===== src/rtl/aes_gf_pkg.sv =====
// Shared GF(2^8) helpers, constants and FSM encoding for the AES S-box engines.
package aes_gf_pkg;

    localparam logic [7:0] AES_POLY     = 8'h1B;  // x^8 + x^4 + x^3 + x + 1, low byte
    localparam logic [7:0] AES_AFFINE_C = 8'h63;  // forward affine constant
    localparam logic [2:0] CNT_LAST     = 3'd5;   // last square-and-multiply step

    typedef enum logic [1:0] {
        IDLE = 2'd0,
        CALC = 2'd1,
        DONE = 2'd2
    } state_e;

    // Fold a 15-bit carry-less product back into the field.
    function automatic logic [7:0] gf_reduce(input logic [14:0] p, input logic [7:0] poly);
        logic [14:0] r;
        logic [14:0] m;
        r = p;
        m = {6'd0, 1'b1, poly};
        for (int k = 14; k >= 8; k--) begin
            if (((r >> k) & 15'd1) != 15'd0) r = r ^ (m << (k - 8));
        end
        return r[7:0];
    endfunction

    // Squaring is linear in GF(2): spread bits to even positions, then reduce.
    function automatic logic [7:0] gf_sq(input logic [7:0] x, input logic [7:0] poly);
        logic [14:0] p;
        p = {x[7], 1'b0, x[6], 1'b0, x[5], 1'b0, x[4], 1'b0,
             x[3], 1'b0, x[2], 1'b0, x[1], 1'b0, x[0]};
        return gf_reduce(p, poly);
    endfunction

    // b_i = x_i ^ x_(i+4) ^ x_(i+5) ^ x_(i+6) ^ x_(i+7) ^ c_i, written as right rotations.
    function automatic logic [7:0] fwd_affine(input logic [7:0] x, input logic [7:0] c);
        return x
             ^ {x[3:0], x[7:4]}
             ^ {x[4:0], x[7:5]}
             ^ {x[5:0], x[7:6]}
             ^ {x[6:0], x[7]}
             ^ c;
    endfunction

endpackage


===== src/rtl/gf256_mul.sv =====
// Combinational GF(2^8) multiplier: carry-less 8x8 product folded by the reduction polynomial.
module gf256_mul #(
    parameter logic [7:0] POLY = 8'h1B
) (
    input  logic [7:0] a_i,
    input  logic [7:0] b_i,
    output logic [7:0] p_o
);

    logic [14:0] full;

    // Shift-and-xor partial products, then clear bits 14..8 from the top down.
    always_comb begin
        full = '0;
        for (int j = 0; j < 8; j++) begin
            if (((b_i >> j) & 8'd1) != 8'd0) full = full ^ ({7'd0, a_i} << j);
        end
        for (int k = 14; k >= 8; k--) begin
            if (((full >> k) & 15'd1) != 15'd0) full = full ^ ({6'd0, 1'b1, POLY} << (k - 8));
        end
        p_o = full[7:0];
    end

endmodule


===== src/rtl/aes_sbox_fwd_iter.sv =====
// Multi-cycle forward AES S-box: x^254 by square-and-multiply on one shared
// multiplier, then the forward affine map. Valid/ready on both sides.
module aes_sbox_fwd_iter
    import aes_gf_pkg::*;
#(
    parameter logic [7:0] POLY     = AES_POLY,
    parameter logic [7:0] AFFINE_C = AES_AFFINE_C
) (
    input  logic       clk,
    input  logic       rst,
    input  logic       in_valid,
    output logic       in_ready,
    input  logic [7:0] data_in,
    output logic       out_valid,
    input  logic       out_ready,
    output logic [7:0] data_out,
    output logic       busy
);

    state_e     state_q, state_d;
    logic [7:0] sq_q, sq_d;
    logic [7:0] acc_q, acc_d;
    logic [2:0] cnt_q, cnt_d;
    logic [7:0] data_out_q, data_out_d;
    logic       out_valid_q, out_valid_d;

    logic [7:0] sq_sq;
    logic [7:0] prod;

    // sq walks x^4, x^8, ... x^128; acc collects the running product of those powers.
    assign sq_sq = gf_sq(sq_q, POLY);

    gf256_mul #(.POLY(POLY)) u_mul (
        .a_i (acc_q),
        .b_i (sq_sq),
        .p_o (prod)
    );

    // Next-state and datapath updates for the three-state engine.
    always_comb begin
        state_d     = state_q;
        sq_d        = sq_q;
        acc_d       = acc_q;
        cnt_d       = cnt_q;
        data_out_d  = data_out_q;
        out_valid_d = out_valid_q;
        case (state_q)
            IDLE: begin
                if (in_valid) begin
                    sq_d    = gf_sq(data_in, POLY);
                    acc_d   = gf_sq(data_in, POLY);
                    cnt_d   = 3'd0;
                    state_d = CALC;
                end
            end
            CALC: begin
                sq_d  = sq_sq;
                acc_d = prod;
                cnt_d = cnt_q + 3'd1;
                if (cnt_q == CNT_LAST) begin
                    // prod is x^254 here; zero input falls out as 0 with no special case.
                    data_out_d  = fwd_affine(prod, AFFINE_C);
                    out_valid_d = 1'b1;
                    state_d     = DONE;
                end
            end
            DONE: begin
                if (out_ready) begin
                    out_valid_d = 1'b0;
                    state_d     = IDLE;
                end
            end
            default: begin
                state_d     = IDLE;
                out_valid_d = 1'b0;
            end
        endcase
    end

    // State and datapath registers; reset drops any in-flight byte.
    always_ff @(posedge clk or posedge rst) begin
        if (rst) begin
            state_q     <= IDLE;
            sq_q        <= '0;
            acc_q       <= '0;
            cnt_q       <= '0;
            data_out_q  <= '0;
            out_valid_q <= 1'b0;
        end else begin
            state_q     <= state_d;
            sq_q        <= sq_d;
            acc_q       <= acc_d;
            cnt_q       <= cnt_d;
            data_out_q  <= data_out_d;
            out_valid_q <= out_valid_d;
        end
    end

    // in_ready is masked by reset so every output reads 0 while reset is held.
    assign in_ready  = (state_q == IDLE) && !rst;
    assign busy      = (state_q != IDLE);
    assign out_valid = out_valid_q;
    assign data_out  = data_out_q;

endmodule

===== config.mk =====
export PLATFORM = sky130hd
export DESIGN_NAME = aes_sbox_fwd_iter
export DESIGN_NICKNAME = d
export VERILOG_FILES = /design/src/rtl/aes_gf_pkg.sv /design/src/rtl/gf256_mul.sv /design/src/rtl/aes_sbox_fwd_iter.sv
export SDC_FILE = /design/constraint.sdc
export NUM_CORES = 1
export LEC_CHECK = 0
export ABC_AREA = 1
export ABC_CLOCK_PERIOD_IN_PS = 2800
export CORE_MARGIN = 1.5
export CORE_UTILIZATION = 59
export CTS_CLUSTER_DIAMETER = 40
export DETAILED_ROUTE_END_ITERATION = 6
export PLACE_DENSITY_LB_ADDON = 0.25
export REMOVE_ABC_BUFFERS = 1
export SYNTH_ARGS = -nofsm -noshare
export SYNTH_HDL_FRONTEND = slang
export SYNTH_SLANG_ARGS = --single-unit

===== constraint.sdc =====
create_clock -name clk -period 2.8 [get_ports clk]
set_input_delay 0.56 -clock clk [delete_from_list [all_inputs] [get_ports clk]]
set_output_delay 0.56 -clock clk [all_outputs]
set_load 0.01 [all_outputs]

Fig. 1: zoomed window
The bar under the picture is 10 um long. Window x 8 to 33, y 8 to 33 um. Cells in grey, sequential cells in the stronger grey; small squares are vias.
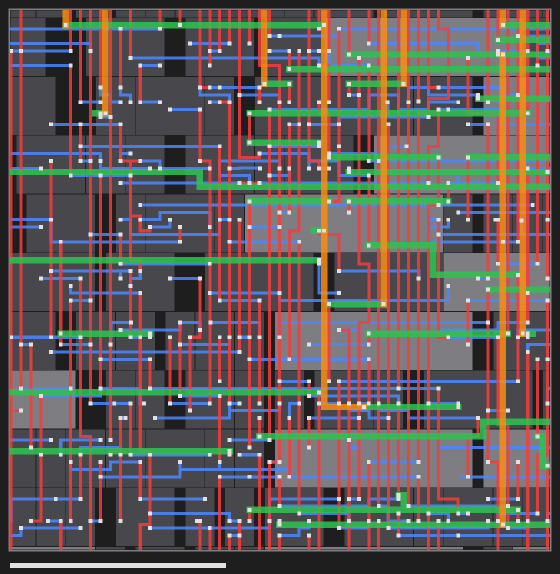
M1 -> blue
M4 -> orange
M2 -> red
M3 -> green
cells with their middle in the window = 68
netlist names of flops here include = acc_q (3), sq_q (3)
most frequent = nand2_1 (15), inv_1 (6), dfrtp_1 (6)
sequential cells in the window = 6

Fig. 2: gate-type map
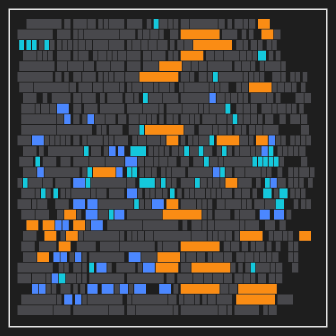
aoi and oai cells -> blue  # cells 42
nor cells -> cyan  # cells 46, most used nor2_1
xor and xnor cells -> orange  # cells 33, most used xor2_1, where spread over the die
Finished Layout Cells: 749
multi-input gate share of the layout cell area: 64.34%
most frequent logic cell in the layout: nand2_1

Fig. 3: congestion heat map
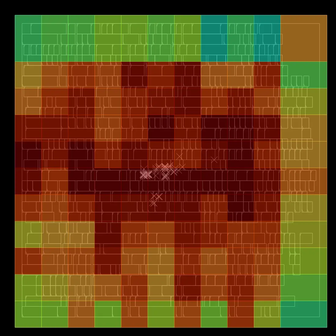
met3 Use GR: 4.607%
post-layout util: 85.14%
GRT Max-Usage Layer: met2
GRT met1 Usage: 42.00%

Fig. 4: port wiring
The bar under the picture is 20 um long.
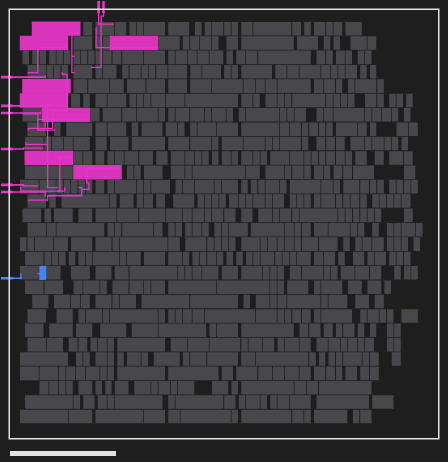
data_out -> magenta  # bits 8, direction output, edge 6 west, 2 north, end cells 8, buffers 8, wire 203 um
in_valid -> blue  # bits 1, direction input, edge west, end cells 1, buffers 1, wire 2.90 um
I/O pin count: 23
port bufs: 22

Fig. 5: sequential cells grouped by signal name
The bar under the picture is 20 um long. Other sequential cells in the stronger grey, the rest of the logic in the fainter grey.
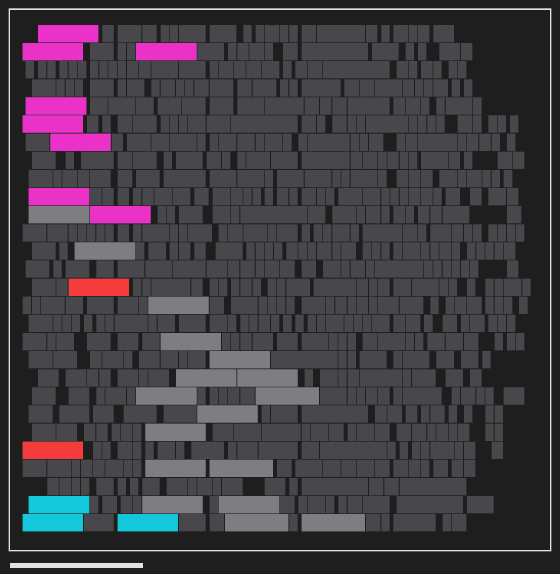
data_out -> magenta  # sequential cells 8, where north-west
state_q -> red  # sequential cells 2
cnt_q -> cyan  # sequential cells 3
Register Area: 755.7 sq um
Seq area share: 15.08%

==> qor.yml <==
outcome:
  status: "finished with violations"
  violations: "design-rule violations, negative setup slack"
cts:
  cts_tree: "done"
  cts-root-buf: "clkbuf_8"
  clock_sinks: 30
  clk_latency_ps: 300
  cts_buffers: 5
  cts_buffer_depth: 2
  cts_max_level: 2
  path_clk_slew_ps: 80
logic_synthesis:
  edf_count: 0
  synth-area-yosys_sq_mm: 0.003595
  yosysWarningCount: 0
  ys.flops: 30
  syn_area_per_cell_sq_um: 5.874
  top_cell: "nand2_1"
  yosysTopAreaCellShare_pct: 25.58
  synthesis.area_sq_mm: 0.003595
  synthArstFlopShare_pct: 100.0
  ys.flop_type: "dfrtp_1"
  synth_stat.cells: 612
  topCellsByArea: "nand2_1, dfrtp_1, nand3_1"
  postSynthCellCount: 612
  yosys.cell_types.count: 34
  top_cells_by_count: "nand2_1, nand3_1, inv_1, nor2_1, dfrtp_1"
placed_design:
  place_area_sq_mm: 0.004034
  gp_congestion: 1.136
  hpwl_um: 8532
job:
  maxCapViolations: 0
timing:
  tightest_slew_ps: 643.8
  final_max_slew_viol_count: 0
  relSlewSlack_pct: 56.92
  rsz0062_at_grt: "true"
  fin_crit_ps: 3093
  setup_viol: 11
  timing.hold.ws_ps: 490.9
  layout_setup_ws_ps: -292.9
  skew_ps: 12.59
  finalHoldViolations: 0
  post-route-period-util_pct: 110.5
finish:
  final_cell_area_sq_mm: 0.005011
  nets: 687
  area_growth_pct: 39.40
  drive_gt1_share_pct: 33.09
global_route:
  grt_pass1_vias: 3780
  grt_overflow_total: 0
  antenna_found_initial: 0
  grt_max_degree: 31
  track_usage_pct: 35.00
detailed_routing:
  dr.pass1.iters: 7
  viasPerCell: 6.499
  drc: 96
  vias: 4868
  antenna_left: 0
  drt_iter0_markers: 885
  wl_per_cell_um: 20.46
  wl_um: 15330
die:
  chip_area_sq_mm: 0.006570
  die-width_um: 81.06
  fp-utilization_pct: 61.08
  dieHeight_um: 81.06
  core_sq_mm: 0.005886
  placementRows: 28
critical_path:
  r2r_slack_ps: -290
  path_max_fanout: 7
  slowest_delay_ps: 480
  cp.arrival_ps: 3290
  crit_chain: "buf_6 > xor2_4 > buf_6 > nand2_1 > nand2_1 > nand2_1 > nand2_1 > nand2_1 > inv_1 > nand2_2 > nand2_4 > nand2_2 > nand2_4 > xor2_4 > nand2_1 > nand2_2 > inv_2 > nand2_1 > nand3_1 > nand3_1 > nand2_1"
  cp.buffers_inverters: 4
  worstSetupPathType: "register to register"
  slowest_stage: "dfrtp_2"
  cp_common_cell: "nand2_1"
  start_kind: "register"
  crit_family: "simple AND/OR/NAND/NOR gates"
  crit_required_ps: 3000
hold_path:
  hold_class: "register to register"
==> area by class of cell <==
| cell class | count | area, sq um |
|---|---|---|
| clock buffers | 6 | 82.58 |
| well taps | 75 | 93.84 |
| fillers | 327 | 874.6 |
| clock inverters | 2 | 12.51 |
| multi-input cells | 501 | 3224 |
| repair buffers | 65 | 569.3 |
| flip-flops and latches | 30 | 755.7 |
| inverters | 70 | 272.8 |
==> routing by layer <==
metal,GRT usage (%),part of all wire (%),up-vias
li1,-,-,2064
met1,42.00,32,2096
met2,60.08,44,490
met3,4.607,13,218
met4,19.66,12,0
met5,0,0,-
==> registers in the layout, indices dropped and copies added (netlist names) <==
name	count
acc_q	8
data_out	8
sq_q	8
cnt_q	3
state_q	2
out_valid	1
==> cells by family after synthesis <==
kind of cell             share of synthesized area [%]
flip-flops                                       20.88
adder cells (fa/ha/maj)                         0.6960
AND-OR/OR-AND                                    7.554
AND/OR/NAND/NOR                                  52.11
XOR/XNOR                                         9.293
buffers and inverters                            9.467
==> placed cells by master (no fill, tap or decap), types with 3 or more instances in the layout <==
master,n
o221ai_1,9
nand3b_1,4
a21oi_1,6
nand2_2,62
buf_4,36
buf_6,7
clkbuf_8,6
o21ai_1,5
nand3_2,22
nand2_8,3
xor2_4,5
nand2_1,184
o21ai_0,9
xnor2_4,5
xor2_2,3
xnor2_1,5
nor2_2,4
dfrtp_2,4
dfrtp_1,26
nand3_1,63
nand3_4,7
nand2_4,30
xor2_1,10
inv_2,11
inv_4,4
nor2_1,39
o211ai_1,5
clkdlybuf4s50_1,22
inv_1,53
xnor2_2,5
==> final timing paths <==
check | from | end | cells past startpoint
setup / recovery | sq_q[5] | data_out[5] | 21
hold / removal | data_out[4] | data_out[4] | 2
setup reg to reg | sq_q[5] | data_out[5] | 21
hold reg to reg | data_out[4] | data_out[4] | 2
max in group asynchronous | rst | sq_q[7] | 3
min in group asynchronous | rst | data_out[2] | 3
==> per-stage QoR <==
stage | setup TNS (ps) | utilization [%] | worst slack (ps) | std cells
2_1_floorplan | 0 | - | 242.1 | 600
3_3_place_gp | -16.18 | 68.54 | -16.18 | 724
3_5_place_dp | -212.8 | 68.54 | -81.22 | 724
4_1_cts | 0 | 70.64 | 7.490 | 732
5_1_grt | -5909 | 85.14 | -581.6 | 749
6_report | -2347 | 85.14 | -292.9 | 749
==> repair_timing <==
item                                    CTS  global route
gates resized                             6           170
buffers inserted                          0            15
hold buffers                              0             0
pin swaps                                 0            40
cloned                                    0             2
endpoints found under the setup margin    8            11
==> worst reg2reg max path, stage by stage (launching register included) <==
cell	delay [ps]
dfrtp_2	480
buf_6	170
xor2_4	200
buf_6	180
nand2_1	70
nand2_1	110
nand2_1	100
nand2_1	80
nand2_1	80
inv_1	110
nand2_2	100
nand2_4	140
nand2_2	90
nand2_4	130
xor2_4	290
nand2_1	110
nand2_2	120
inv_2	70
nand2_1	100
nand3_1	100
nand3_1	100
nand2_1	50
